Design data_mem_hs_flat, sky130hd; sources not shown.
Figure 1. Routed metal, one colour a layer.
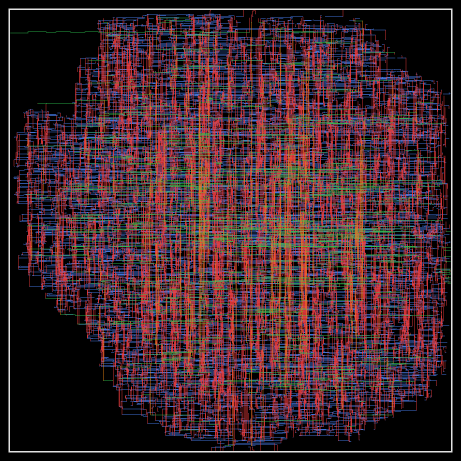
blue -> metal 1  # wire length 90.9 mm
orange -> metal 4  # wire length 8580 µm
red -> metal 2  # wire length 103 mm
green -> metal 3  # wire length 19400 µm
final wirelength: 222200 µm
total number of vias: 42050
GRT Util Overall: 25.44%

Figure 2. Routing congestion.
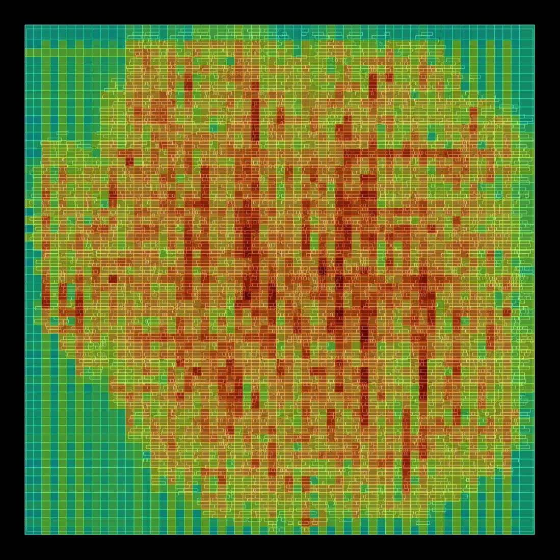
GRT met3 Usage: 4.729%
met1 GRT Util: 36.44%
drt wl/cell: 33.12 µm
Core Util, Final: 52.64%

Figure 3. Placement density heat map.
The die is cut into 21 by 21 equal tiles; white is low, dark blue is high, 0 to 100% covered.
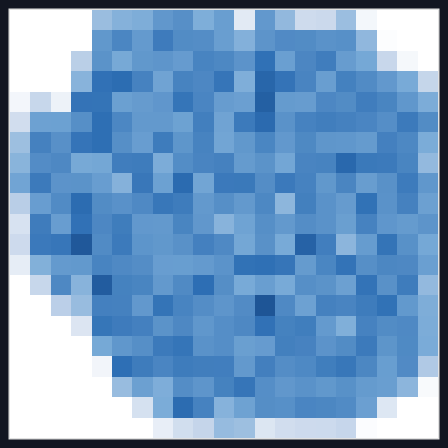
fullest tile = 85%
emptiest ninth of the die = south-west
mean over tiles = 50%
nearly empty tiles = 13%
tiles over 75% full = 2.9%
Core Footprint: 172300 µm²
FP Core Util: 47.52%

Figure 4. The metal 2 layer.
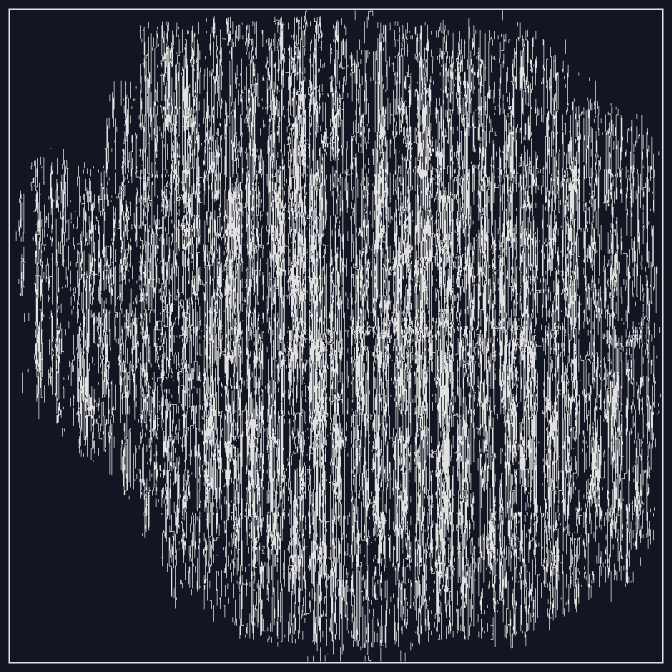
main direction = vertical
wire length on this layer = 103 mm
longest straight run = 165 µm
share of all routed wire = 46%
routing usage on met2: 39.04%

==> flow_metrics.env <==
# source this file to load flow results
export IMPL_fmax_mhz=177.5
export IMPL_viasPerCell=6.267
export IMPL_tool_warnings=37
export IMPL_ys_ff=2089
export IMPL_skew_ns=0.04336
export IMPL_numCtsBuffers=210
export IMPL_r2r_cells=9
export IMPL_cp_required_ns=13.95
export IMPL_ff_type="edfxtp_1"
export IMPL_placed_area_um2=84390
export IMPL_ys_seq_share_pct=76.36
export IMPL_drive_gt1_share_pct=17.38
export IMPL_final_cell_mix="2048 x edfxtp_1, 355 x mux2i_1, 339 x mux4_2, 287 x nor2_1, 212 x clkbuf_16"
export IMPL_ant_nets=0
export IMPL_root_buffer="clkbuf_16"
export IMPL_vdd_drop_max_v=0.0001940
export IMPL_post_place_cells=6346
export IMPL_dieHeight_um=419.4
export IMPL_worstPathMaxFanout=71
export IMPL_final_max_slew_viol_count=0
export IMPL_syn_inst=4158
export IMPL_hold_path_class="flip-flop to flip-flop"
export IMPL_yosysWarnings=0
export IMPL_dieArea_um2=175900
export IMPL_endpoint_kind="flip-flop"
export IMPL_cts_sinks=2089
export IMPL_place_congestion=0.8721
export IMPL_ys_area_um2=81880
export IMPL_finalClockPeriodUsage_pct=42.49
export IMPL_overflow=0
export IMPL_outcome="finished, final reports clean"
export IMPL_fin_crit_ns=5.635
export IMPL_tightest_slew_ns=1.175
export IMPL_layout_top_cell="edfxtp_1"
export IMPL_drt_first_pass_iters=5
export IMPL_p_per_area_nw_per_um2=220.9
export IMPL_grt_pass1_wl_um=314500
-- per-layer routing --
| layer | vias to the layer above | share of wire (%) |
|---|---|---|
| li1 | 17290 | - |
| met4 | 0 | 3.9 |
| met1 | 22360 | 41 |
| met2 | 2033 | 46 |
| met5 | - | 0 |
| met3 | 360 | 8.7 |
-- cells by family after synthesis --
group                    Yosys count  synth area share [%]
AND-OR/OR-AND                    455                 3.883
multiplexers                     729                 14.33
adder cells (fa/ha/maj)            3               0.04585
AND/OR/NAND/NOR                  621                 3.320
XOR/XNOR                           7               0.07488
flip-flops                      2089                 76.36
buffers and inverters            254                 1.986
-- critical path, cell delays in order (launching register included) --
cell and delay [ns]:
dfrtp_4 1.06, buf_12 0.50, buf_4 0.75, buf_4 0.74
mux4_2 0.59, a22o_1 0.24, nor4_1 0.71, nor3_1 0.13
a32oi_1 0.51, o31ai_2 0.15
-- synthesized netlist by cell type, drive strengths merged, types with 5 or more instances --
master      n  area, µm²
mux2i     355       3553
clkbuf     89      334.1
nand4      12      75.07
a211oi     34      255.2
a221oi     30      269.0
o31ai       8      92.59
a31oi      11      68.82
a32oi       6      52.55
a22oi      32      240.2
a21oi      67      335.3
nor3       25      125.1
nor2      293       1105
nor2b       5      31.28
o221ai     62      543.0
nor3b       5      42.54
a2111oi    17      155.1
dfrtp      40       1001
a31o        5      43.79
or3b        6      52.56
or3        14      87.58
mux4      349       7898
inv         6      22.52
xnor2       7      61.31
buf       159       1270
and2       20      125.1
nand3b     14      105.1
edfxtp   2048      61500
o22ai     111      694.4
o21ai      52      260.3
nor4       10      62.56
nand2     164      615.6
mux2       25      281.5
nand3      39      195.2
-- stage by stage --
step	hold WS, ns	utilization [%]
after CTS	0.5068	52.62
after global routing	0.5300	52.63
after detailed placement	0.4974	48.98
after global placement	0.4874	48.94
after floorplan	0.4667	-
final	0.4989	52.64
-- layout make-up --
class,count,area (µm²),share of cell area (%)
Clock buffer,289,5674,6.256
Tap cell,2310,2890,3.187
Inverter,6,27.53,0.03035
Multi-Input combinational cell,1815,17830,19.65
Clock inverter,69,609.3,0.6718
Timing Repair Buffer,127,1124,1.239
Sequential cell,2089,62540,68.95
Antenna cell,4,10.01,0.01104
-- where the power goes --
group | switching (mW) | internal (mW) | leakage, nW | total [mW]
combinational | 4.21 | 1.89 | 6.25 | 6.10
sequential | 0.208 | 8.19 | 19.3 | 8.40
clock | 2.46 | 3.07 | 3.04 | 5.53
total | 6.88 | 13.2 | 28.6 | 20.0
Power figures rest on the tool's default switching activity, not on a simulated workload.
